===== config.mk =====
export PLATFORM = sky130hd
export DESIGN_NAME = raster_block_address
export DESIGN_NICKNAME = d
export VERILOG_FILES = /design/src/rtl/raster_block_address.sv
export SDC_FILE = /design/constraint.sdc
export NUM_CORES = 1
export LEC_CHECK = 0
export CORE_UTILIZATION = 55
export DETAILED_ROUTE_END_ITERATION = 8
export GPL_ROUTABILITY_DRIVEN = 0
export PLACE_DENSITY_LB_ADDON = 0.1
export SYNTH_ARGS = -nofsm -noshare
export SYNTH_HDL_FRONTEND = slang
export SYNTH_SLANG_ARGS = --single-unit

===== constraint.sdc =====
create_clock -name clk -period 4 [get_ports clk]
set_input_delay 0.4 -clock clk [delete_from_list [all_inputs] [get_ports clk]]
set_output_delay 0.4 -clock clk [all_outputs]
set_load 0.01 [all_outputs]

===== src/rtl/raster_block_address.sv =====
// Raster pixel -> block RAM address generator with exact (non-power-of-two) block sizes.
// Latency 1 cycle: outputs register the block state of the pixel accepted on the previous edge.
// No backpressure: a pixel is taken whenever pix_valid=1; idle cycles hold state and drop addr_valid.
module raster_block_address #(
  parameter int BLK_W    = 10,
  parameter int BLK_H    = 10,
  parameter int BLOCKS_X = 64,
  parameter int BLOCKS_Y = 48,
  parameter int ADDR_W   = 12
) (
  input  logic                              clk,
  input  logic                              reset,
  input  logic                              pix_valid,
  input  logic                              frame_start,
  input  logic                              line_start,
  output logic [ADDR_W-1:0]                 address,
  output logic [$clog2(BLOCKS_X+1)-1:0]     block_x,
  output logic [$clog2(BLOCKS_Y+1)-1:0]     block_y,
  output logic                              addr_valid,
  output logic                              in_range,
  output logic                              block_first
);

  localparam int SX_W = $clog2(BLK_W + 1);
  localparam int SY_W = $clog2(BLK_H + 1);
  localparam int BX_W = $clog2(BLOCKS_X + 1);
  localparam int BY_W = $clog2(BLOCKS_Y + 1);

  localparam logic [SX_W-1:0]   SX_LAST   = SX_W'(BLK_W - 1);
  localparam logic [SY_W-1:0]   SY_LAST   = SY_W'(BLK_H - 1);
  localparam logic [BX_W-1:0]   BX_LIMIT  = BX_W'(BLOCKS_X);
  localparam logic [BY_W-1:0]   BY_LIMIT  = BY_W'(BLOCKS_Y);
  localparam logic [ADDR_W-1:0] ROW_STEP  = ADDR_W'(BLOCKS_X);

  logic [SX_W-1:0]   sub_x, n_sub_x;
  logic [SY_W-1:0]   sub_y, n_sub_y;
  logic [BX_W-1:0]   blk_x, n_blk_x;
  logic [BY_W-1:0]   blk_y, n_blk_y;
  logic [ADDR_W-1:0] row_base, n_row_base;
  logic              synced;

  logic              accept;
  logic              n_in_range;
  logic [ADDR_W-1:0] n_address;

  // Before the first frame_start the counters have no meaning, so only frame_start is taken.
  assign accept = pix_valid && (frame_start || synced);

  always_comb begin
    n_sub_x    = sub_x;
    n_sub_y    = sub_y;
    n_blk_x    = blk_x;
    n_blk_y    = blk_y;
    n_row_base = row_base;
    if (frame_start) begin
      n_sub_x    = '0;
      n_sub_y    = '0;
      n_blk_x    = '0;
      n_blk_y    = '0;
      n_row_base = '0;
    end else if (line_start) begin
      n_sub_x = '0;
      n_blk_x = '0;
      if (sub_y == SY_LAST) begin
        n_sub_y = '0;
        // row_base freezes once blk_y saturates below the RAM
        if (blk_y < BY_LIMIT) begin
          n_blk_y    = blk_y + 1'b1;
          n_row_base = row_base + ROW_STEP;
        end
      end else begin
        n_sub_y = sub_y + 1'b1;
      end
    end else if (blk_x < BX_LIMIT) begin
      if (sub_x == SX_LAST) begin
        n_sub_x = '0;
        n_blk_x = blk_x + 1'b1;
      end else begin
        n_sub_x = sub_x + 1'b1;
      end
    end
  end

  assign n_in_range = (n_blk_x < BX_LIMIT) && (n_blk_y < BY_LIMIT);
  assign n_address  = n_in_range ? (n_row_base + ADDR_W'(n_blk_x)) : '0;

  always_ff @(posedge clk or posedge reset) begin
    if (reset) begin
      sub_x       <= '0;
      sub_y       <= '0;
      blk_x       <= '0;
      blk_y       <= '0;
      row_base    <= '0;
      synced      <= 1'b0;
      address     <= '0;
      block_x     <= '0;
      block_y     <= '0;
      addr_valid  <= 1'b0;
      in_range    <= 1'b0;
      block_first <= 1'b0;
    end else begin
      addr_valid <= accept;
      if (accept) begin
        sub_x       <= n_sub_x;
        sub_y       <= n_sub_y;
        blk_x       <= n_blk_x;
        blk_y       <= n_blk_y;
        row_base    <= n_row_base;
        synced      <= 1'b1;
        address     <= n_address;
        block_x     <= n_blk_x;
        block_y     <= n_blk_y;
        in_range    <= n_in_range;
        block_first <= (n_sub_x == '0) && (n_sub_y == '0);
      end
    end
  end

endmodule


Figure 1. Register map, names as in the netlist (run 1).
Drawn at 6 px/um. Other sequential cells in the stronger grey, the rest of the logic in the fainter grey.
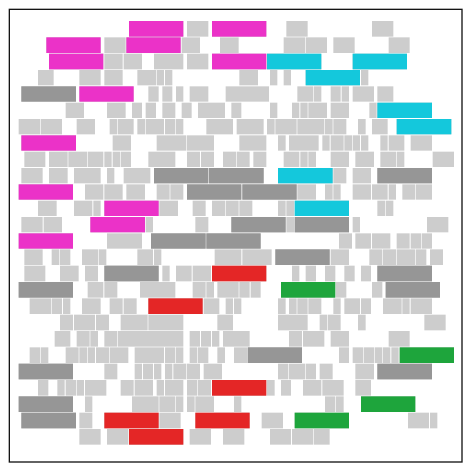
Magenta is address, sequential cells 12. Green is sub_y, sequential cells 4, where bottom right. Cyan is blk_x, sequential cells 7. Red is blk_y, sequential cells 6, where bottom middle.

Figure 2. Cell density map (run 1).
Drawn at 4 px/um. 8 x 8 tiles, from white (low) to dark blue (high), 0 to 100% covered.
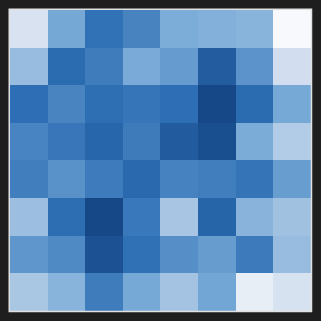
The emptiest ninth of the die: bottom right. The fullest tile reaches 90%. The mean over all tiles is 59%. 20% of the tiles are over 75% full.
post-layout util: 66.29%
fp util: 57.35%
core region area: 5140 um^2

Figure 3. PDN straps and rails (run 1).
Drawn at 4 px/um. Pins as bars on the die edge. Tap cells in grey.
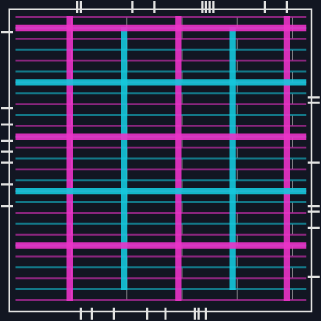
Magenta is VSS. Cyan is VDD.
5 straps on met4. 33 signal pins sit on the boundary. 27 met1 rails follow the rows. 5 straps on met5. 70 tap cells.
die height: 75.21 um
DIE WIDTH: 75.21 um
worst vdd ir: 0.0001770 V

==> deck_impl_summary.md, run 1 <==
Implementation Results

Outcome
  – Run status: completed

Cells and area
  – Top logic cell by instance count in the layout: dfrtp_1
  – Fillers: 440
  – Top Layout Cells: dfrtp_1 (49), nand2_1 (39), clkdlybuf4s50_1 (32)
  – Antenna cells: 0
  – Fin nets: 361
  – Share of layout cells above drive strength 1: 6.936%
  – Fin area: 3407 um^2

Route
  – Max Used Layer: met4
  – DRC violation count after routing: 0
  – First-pass DRT Iterations: 4
  – M1 wire length: 3004 um
  – DR iter-0 viols: 177

Logic synthesis
  – Syn avg cell area: 9.155 um^2
  – Synth Register Bits: 49
  – Synth area leader: dfrtp_1
  – EDFF count, synth: 0
  – Sequential-to-total area share from yosys stat: 41.60%
  – YS warnings: 0
  – Mapped cell area: 2948 um^2
  – Largest type area fraction: 41.60%
  – Top cells by area: dfrtp_1 (42%), nand2_1 (5.0%), ha_1 (4.2%)
  – Synth Instances: 322
  – Ys async rst share: 100.0%

Global routing
  – M3 GR Usage: 4.552%
  – GR Layer Usage met1: 35.56%
  – Total congestion overflow: 0
  – Initial antenna violation count: 0
  – Vias in the first global route: 2160
  – Total global-route track usage: 24.05%
  – Busiest grt layer: met2

Timing
  – Slew Viols, Final: 0
  – Slew @ Worst Pin: 1.273 ns
  – Top achievable clock speed: 306.0 MHz
  – Final Hold Vio Count: 0
  – Unrepaired setup endpoints after global routing: false
  – Clock Skews: 0.008235 ns
  – Setup violations, final: 0
  – Tmin final: 3.268 ns
  – Final worst-path cycle share: 81.70%

CTS
  – Max Root-Sink Buffers: 2
  – Worst-Skew Late Latency: 0.30 ns
  – CTS Root Cell: clkbuf_8
  – CTS tree: done
  – Post-CTS Setup Inserts: 0
  – Hold_buf cts: 0
  – Num CTS Buffers: 5
  – Resized cells post-CTS: 0
  – Sink Count: 49

Job
  – Tool warnings: 26
  – Max Cap Violations: 0

Power and ir drop
  – Sw Ratio: 23.96%
  – Psw: 0.0002334 W
  – Static Leak: 1.465 nW
  – Comb group: 0.0000882 W
  – Clock group share of total power: 38.0%
  – Comb power frac: 9.1%
  – Flop+latch power: 0.000516 W
  – Pwr per Cell Area: 286.0 nW/um^2
  – Internal power: 0.0007409 W
  – Sequential power share: 52.9%
  – Clock group: 0.000370 W
  – Pwr top: sequential cells

Place
  – Port Buffers: 32
  – Post-DP HPWL: 4286 um
  – DP Worst Slack: 0.7063 ns

Worst setup path
  – WP data arrival: 3.46 ns
  – Crit path kind: flip-flop to flip-flop
  – Crit path buffers/inverters: 0
  – Max stage delay on crit path: 0.48 ns
  – Worst path cell trace: nor3b_1, and2_1, xnor2_1, nor2_1, ha_1, fa_1, a21oi_1, o21ai_0, o41ai_1, nor2_1, xor2_1, a22o_1
  – CP Max Fanout: 9
  – Most frequent CP cell: nor2_1
  – Crit-path leading delay family: AND-OR/OR-AND gates
  – Critical Path Source Type: flip-flop
  – Worst Setup End Kind: flip-flop

Floorplanning
  – Io pins: 33
  – FP Rows: 26

Worst hold path
  – Hold Path Class: flip-flop to flip-flop
run 1: cell families after synthesis:
group / Yosys count / synth area share (%)
adders and majority gates: 11 / 4.924
muxes: 3 / 1.019
DFF: 49 / 41.60
and+or+nand+nor: 126 / 22.45
xor gates and xnor gates: 17 / 5.051
buffers and inverters: 32 / 4.754
AOI/OAI and AO/OA: 84 / 20.20
run 1: metrics by stage:
stage	power [W]	hold slack, ns	util, %	std cells
final	0.0009744	0.4812	66.29	416
after floorplan	0.0005831	0.4448	-	322
after detailed placement	0.0006152	0.4609	64.02	408
after CTS	0.0009842	0.4875	66.29	416
after global routing	0.001014	0.5013	66.29	416
after global placement	0.0006137	0.4593	64.02	408
run 1: registers in the layout (all words and copies together), names as in the netlist:
register / flops
row_base: 12
blk_x: 7
sub_x: 4
in_range: 1
blk_y: 6
sub_y: 4
addr_valid: 1
block_first: 1
synced: 1
address: 12
run 1: final timing paths:
path | startpoint | end | slack (ns) | cells past startpoint
worst max-delay path | sub_x[1] | address[8] | 0.73 | 12
worst min-delay path | block_first | block_first | 0.48 | 2
worst max register to register | sub_x[1] | address[8] | 0.73 | 12
worst min register to register | block_first | block_first | 0.48 | 2
max in group asynchronous | reset | blk_y[5] | 2.74 | 2
min in group asynchronous | reset | sub_y[2] | 0.64 | 2
run 1: layout make-up:
| cell class | instances | area (um^2) | area share, % |
|---|---|---|---|
| Sequential cell | 49 | 1226 | 35.99 |
| Clock inverter | 1 | 30.03 | 0.8814 |
| Clock buffer | 7 | 86.33 | 2.534 |
| Multi-Input combinational cell | 241 | 1585 | 46.53 |
| Timing Repair Buffer | 35 | 342.8 | 10.06 |
| Inverter | 13 | 48.80 | 1.432 |
| Tap cell | 70 | 87.58 | 2.571 |
Figure 4. Clock nets (run 1).
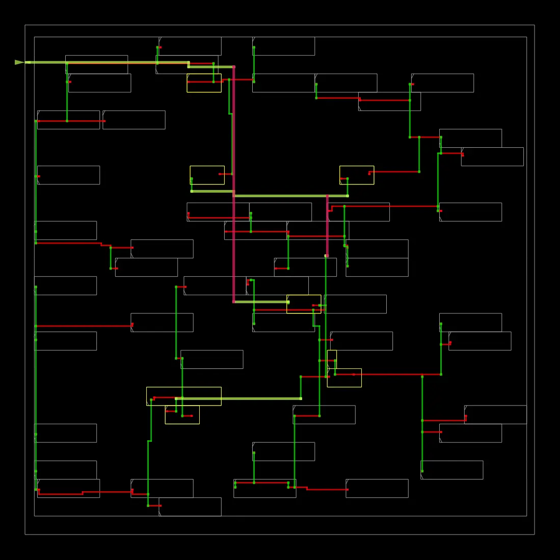

==> run 2, diff against run 1 <==
Clock period 4 ns to 3.1 ns, I/O delays scaled along.
Figure 5. Clock nets (run 2).
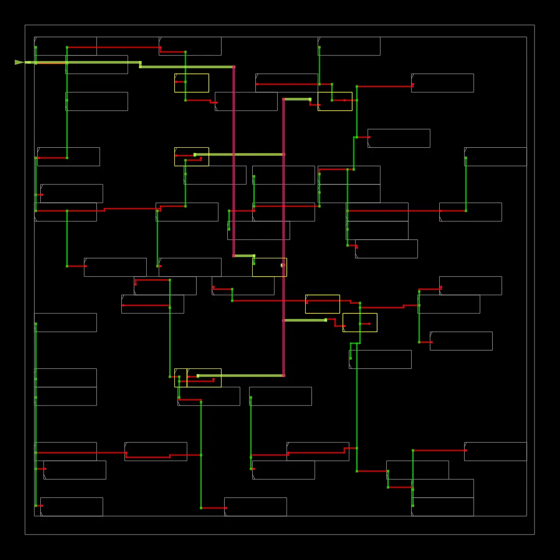
Clock group: 0.000415 W
Sink Count: 49
flop count: 49
Num CTS Buffers: 5

==> deck_impl_summary.md, run 2 <==
Implementation Results

Outcome
  – Run status: completed

Global routing
  – Initial antenna violation count: 0 (unchanged)

Timing
  – Final Hold Vio Count: 0 (unchanged)
  – Tmin final: 2.904 ns (-0.3644 ns)
  – Final worst-path cycle share: 93.66% (+12 points)
  – Setup violations, final: 0 (unchanged)
  – Slew Viols, Final: 0 (unchanged)
  – Clock Skews: 0.005897 ns (-0.002337 ns)
  – Hold WS: 0.4859 ns (+0.004689 ns)
  – Top achievable clock speed: 344.4 MHz (+13%)
  – Slew @ Worst Pin: 1.029 ns (-0.2439 ns)

Logic synthesis
  – Syn avg cell area: 9.155 um^2 (unchanged)
  – Synth area leader: dfrtp_1
  – Area fraction in mux cells: 1.019% (unchanged)
  – Synth Instances: 322 (unchanged)
  – Synth Register Bits: 49 (unchanged)
  – Adder share: 4.924% (unchanged)
  – Xor+xnor area frac: 5.051% (unchanged)
  – Ys async rst share: 100.0% (unchanged)
  – Compound Share, Synth: 20.20% (unchanged)
  – Top cells by area: dfrtp_1 (42%), nand2_1 (5.0%), ha_1 (4.2%)
  – Main logic family: simple AND/OR/NAND/NOR gates
  – Largest type area fraction: 41.60% (unchanged)

Worst setup path
  – Worst R2R End: address[8]
  – Crit path buffers/inverters: 1 (+1)
  – WP data arrival: 3.10 ns (-0.36 ns)
  – Crit path from: sub_x[1]
  – Worst path cell trace: nor3b_4, and2_4, xnor2_2, nor2_1, ha_1, fa_2, a21oi_2, o21ai_1, o41ai_1, buf_4, nor2_1, xor2_1, a22o_1
  – Critical Path Source Type: flip-flop
  – CP Max Fanout: 5 (-4)
  – Worst Setup End Kind: flip-flop
  – R2R depth: 13 (+1)
  – Most frequent CP cell: nor2_1
  – Worst R2R Start: sub_x[1]
  – Reg-to-reg slack, setup: 0.20 ns (-0.54 ns)
  – Crit path kind: flip-flop to flip-flop

CTS
  – CTS Root Cell: clkbuf_8
  – Hold_buf cts: 0 (unchanged)
  – Max Root-Sink Buffers: 2 (unchanged)
  – CTS tree: done
  – Worst-Skew Late Latency: 0.30 ns (about the same)

Place
  – DP Worst Slack: 0.03473 ns (-0.6715 ns)
  – Port Buffers: 32 (unchanged)

Cells and area
  – Top Layout Cells: dfrtp_1 (49), nand2_1 (39), clkdlybuf4s50_1 (32)
  – Fillers: 436 (-0.91%)
  – Antenna cells: 0 (unchanged)
  – Biggest regs: address: 12 flops, row_base: 12 flops, blk_x: 7 flops
  – Flop area: 1226 um^2 (unchanged)
  – Share of layout cells above drive strength 1: 12.95% (+6.0 points)

Job
  – Max Cap Violations: 0 (unchanged)
  – Tool warnings: 26 (unchanged)

Floorplanning
  – FP Rows: 26 (unchanged)
  – Core region area: 5140 um^2 (unchanged)
  – Fp util: 57.35% (unchanged)
  – DIE WIDTH: 75.21 um (unchanged)
  – Die height: 75.21 um (unchanged)

Route
  – M1 wire length: 3225 um (+7.4%)
  – Max Used Layer: met4
  – First-pass DRT Iterations: 4 (unchanged)
  – DR iter-0 viols: 150 (-15%)

Power and ir drop
  – Worst vdd ir: 0.0002462 V (+39%)
  – Pwr per Cell Area: 340.9 nW/um^2 (+19%)
  – Static Leak: 1.545 nW (+5.4%)

Worst hold path
  – Hold Path Class: flip-flop to flip-flop
  – Worst hold path depth: 1 (-1)
  – Worst hold start: row_base[5]
run 2: cell counts after synthesis:
No cell type changed its count.
run 2: worst max path at each step:
stage	cells past startpoint	slack, ns	to
after floorplan	14	0.07	address[8]
after global placement	13	0.17	address[8]
after detailed placement	13	0.03	address[8]
after CTS	13	0.04	address[8]
after global routing	13	-0.009	address[10]
final	13	0.20	address[8]
run 2: metrics by stage:
step / area, um^2 / power [W] / instances / TNS, ns
3_3_place_gp: 3411 / 0.0008041 / 424 / 0
5_1_grt: 3547 / 0.001269 / 433 / -0.01836
2_1_floorplan: 2948 / 0.0007524 / 322 / 0
4_1_cts: 3513 / 0.001225 / 432 / 0
3_5_place_dp: 3411 / 0.0008066 / 424 / 0
6_report: 3547 / 0.001209 / 433 / 0
run 2: routing by layer:
layer | global-route usage (%) | up-vias
met5 | 0 | -
met4 | 8.230 | 0
met3 | 4.552 | 11
met2 | 40.14 | 66
met1 | 37.53 | 1178
li1 | - | 1225
run 2: cells by family (layout without fill, tap and decap cells):
logic type / after synthesis / in the layout
simple gates: 126 / 126
compound gates: 84 / 84
flops: 49 / 49
buf+inv: 32 / 73
xor+xnor: 17 / 17
fa+ha+maj: 11 / 11
mux: 3 / 3
run 2: report_power, final:
group / switching, W / internal (W) / total [W]
Sequential: 0.0000120 / 0.000651 / 0.000663
Combinational: 0.0000805 / 0.0000501 / 0.000131
Clock: 0.000213 / 0.000202 / 0.000415
Total: 0.000306 / 0.000903 / 0.00121
run 2: what timing repair did:
action / in CTS / in global routing
setup endpoints to repair: 1 / 5
resized: 1 / 7
pin swaps: 0 / 3
setup buffers: 0 / 1
run 2: final cells by class:
type                       instances  area share [%]
inverter                          13           1.376
multi-input combinational        241           45.47
clock buffer                       7           2.716
timing repair buffer              52           13.26
sequential                        49           34.57
clock inverter                     1          0.1411
tap                               70           2.469
==> run 3, diff against run 2 <==
Settings changed: TNS_END_PERCENT from default to 50.
Figure 6. Cell density map (run 3).
Drawn at 4 px/um. 8 x 8 tiles, from white (low) to dark blue (high), 0 to 100% covered.
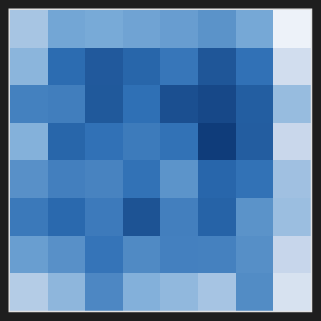
The fullest tile reaches 95%. The mean over all tiles is 61%. 23% of the tiles are over 75% full.
post-layout util: 69.01%

==> deck_impl_summary.md, run 3 <==
Implementation Results

Outcome
  – Run status: completed

Logic synthesis
  – Synth Register Bits: 49 (unchanged)
  – Distinct lib cells used: 54
  – Sequential-to-total area share from yosys stat: 41.60%
  – Post-synth top flop: dfrtp_1
  – Synth Instances: 322 (unchanged)
  – Top cells by area: dfrtp_1 (42%), nand2_1 (5.0%), ha_1 (4.2%)
  – Syn avg cell area: 9.155 um^2 (unchanged)
  – Ys cells: 322
  – Ys async rst share: 100.0% (unchanged)
  – Post-synth top cells: dfrtp_1 (49), nand2_1 (39), nor2_1 (27), o21ai_0 (18), a21oi_1 (14)
  – Synth area leader: dfrtp_1
  – Mapped cell area: 2948 um^2
  – Largest type area fraction: 41.60% (unchanged)
  – EDFF count, synth: 0
  – YS warnings: 0

Floorplanning
  – Core region area: 5140 um^2 (unchanged)
  – DIE WIDTH: 75.21 um (unchanged)
  – Fp util: 57.35% (unchanged)
  – Full die area: 5657 um^2
  – Die height: 75.21 um (unchanged)
  – FP Rows: 26 (unchanged)

Global routing
  – Initial antenna violation count: 0 (unchanged)
  – First-pass GRT wire length: 10910 um

CTS
  – Hold_buf cts: 0 (unchanged)
  – Sink Count: 49 (unchanged)
  – Clock slew seen by the registers of the worst setup and hold paths: 0.09 ns
  – CTS Root Cell: clkbuf_8
  – Num CTS Buffers: 5 (unchanged)
  – Worst-Skew Late Latency: 0.30 ns (about the same)
  – CTS tree: done
  – Max Root-Sink Buffers: 2 (unchanged)

Worst hold path
  – Worst hold path depth: 1 (unchanged)
  – Hold Path Class: flip-flop to flip-flop
  – Worst hold start: row_base[5]

Worst setup path
  – Worst R2R Start: sub_x[1]
  – R2R depth: 13 (unchanged)
  – CP Max Fanout: 5 (unchanged)
  – Worst R2R End: address[8]
  – Crit path buffers/inverters: 1 (unchanged)
  – Worst path cell trace: nor3b_4, and2_4, xnor2_2, nor2_1, ha_1, fa_2, a21oi_2, o21ai_1, o41ai_1, buf_4, nor2_1, xor2_1, a22o_1
  – Max stage delay on crit path: 0.41 ns
  – Critical Path Stages: 13 (unchanged)
  – WP data arrival: 3.10 ns (about the same)
  – CP max-delay cell: dfrtp_1
  – Crit path kind: flip-flop to flip-flop
  – Reg-to-reg slack, setup: 0.20 ns (about the same)
  – Worst Setup End Kind: flip-flop
  – CP Capture Point: address[8]
  – Crit path from: sub_x[1]
  – Critical Path Source Type: flip-flop
  – Most frequent CP cell: nor2_1

Timing
  – Top achievable clock speed: 344.4 MHz (unchanged)
  – Slew @ Worst Pin: 1.029 ns (unchanged)
  – Slew Viols, Final: 0 (unchanged)
  – Setup violations, final: 0 (unchanged)
  – Tmin final: 2.904 ns (unchanged)
  – TNS Setup: 0 ns (unchanged)
  – Hold WS: 0.4859 ns (unchanged)
  – Final Hold Vio Count: 0 (unchanged)
  – Final worst-path cycle share: 93.66% (unchanged)
  – Clock Skews: 0.005897 ns (unchanged)

Cells and area
  – Biggest regs: address: 12 flops, row_base: 12 flops, blk_x: 7 flops
  – Flop area: 1226 um^2 (unchanged)
  – Share of layout cells above drive strength 1: 12.95% (unchanged)
  – Fillers: 436 (unchanged)
  – Non-filler instance count after layout: 433 (unchanged)
  – Top Layout Cells: dfrtp_1 (49), nand2_1 (39), clkdlybuf4s50_1 (32)
  – Antenna cells: 0 (unchanged)

Route
  – Routed wire per std cell: 15.48 um
  – DR iter-0 viols: 150 (unchanged)
  – Drt total wl: 6705 um
  – DRC violation count after routing: 0
  – First-pass DRT Iterations: 4 (unchanged)

Power and ir drop
  – Sw Ratio: 25.28% (unchanged)
  – Clock group share of total power: 34.3% (about the same)
  – Worst vdd ir: 0.0002462 V (unchanged)
  – Static Leak: 1.545 nW (unchanged)
  – Sequential power share: 54.9% (about the same)
  – Internal power: 0.0009034 W (unchanged)
  – Comb power frac: 10.8% (about the same)
  – Overall Power: 0.001209 W (unchanged)
  – Psw: 0.0003057 W (unchanged)
  – Pwr per Cell Area: 340.9 nW/um^2 (unchanged)

Place
  – Cell total after placement: 424 (unchanged)
  – Port Buffers: 32 (unchanged)

Job
  – Tool warnings: 26 (unchanged)
  – Max Cap Violations: 0 (unchanged)
## run 3: cell counts in the layout (fill, tap and decap cells not counted)
No cell type changed its count.
## run 3: logic make-up after synthesis
family | count (synthesis) | synth area share, %
AOI/OAI and AO/OA | 84 | 20.20
xor gates and xnor gates | 17 | 5.051
DFF | 49 | 41.60
and+or+nand+nor | 126 | 22.45
muxes | 3 | 1.019
adders and majority gates | 11 | 4.924
buffers and inverters | 32 | 4.754
## run 3: power groups by stage
stage / registers (W) / clock network (W) / logic, W
after floorplan: 0.000678 / 0 / 0.0000747
final: 0.000663 / 0.000415 / 0.000131
after detailed placement: 0.000676 / 0 / 0.000131
after CTS: 0.000663 / 0.000431 / 0.000131
after global placement: 0.000675 / 0 / 0.000129
after global routing: 0.000666 / 0.000458 / 0.000145
## run 3: per-layer routing
metal	part of all wire, %	GRT usage [%]	vias up
met3	4.8	4.552	11
met2	45	40.14	66
li1	-	-	1225
met1	48	37.53	1178
met5	0	0	-
met4	1.7	8.230	0
## run 3: stage by stage
step                      cell area (um^2)  setup WS, ns
after floorplan                       2948       0.07223
after global placement                3411        0.1655
after detailed placement              3411       0.03473
after CTS                             3513       0.04372
after global routing                  3547     -0.009261
final                                 3547        0.1964
## run 3: final cells by class
| class | instances | share of cell area (%) |
|---|---|---|
| multi-input cells | 241 | 45.47 |
| flip-flops and latches | 49 | 34.57 |
| inverters | 13 | 1.376 |
| clock buffers | 7 | 2.716 |
| well taps | 70 | 2.469 |
| repair buffers | 52 | 13.26 |
| clock inverters | 1 | 0.1411 |
## run 3: what timing repair did
action	CTS	global route
buffers inserted	0	1
cloned	0	0
pin swaps	0	3
resized	1	7
setup endpoints to repair	1	5

==> gallery <==
Wiring by layer.
Drawn at 6 px/um.
Plate I
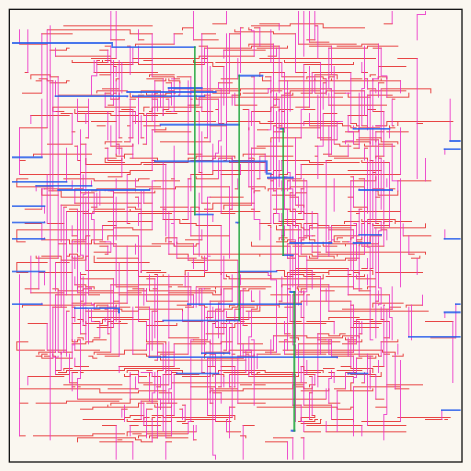
Plate II
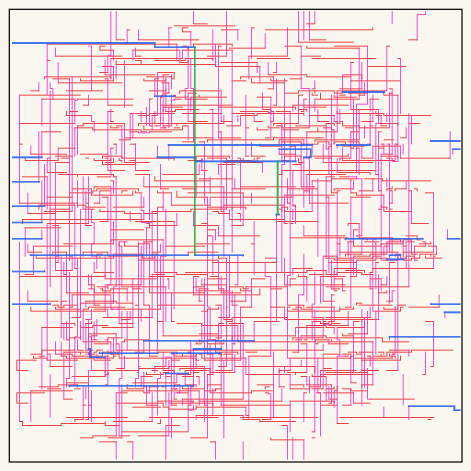
Run 3 is Plate I.
Run 1 is Plate II.

Key to Plate II:
Blue is met3, wire length 296 um. Magenta is met2, wire length 2760 um. Green is met4, wire length 43.5 um. Red is met1, wire length 3000 um.

Power figures rest on the tool's default switching activity, not on a simulated workload.
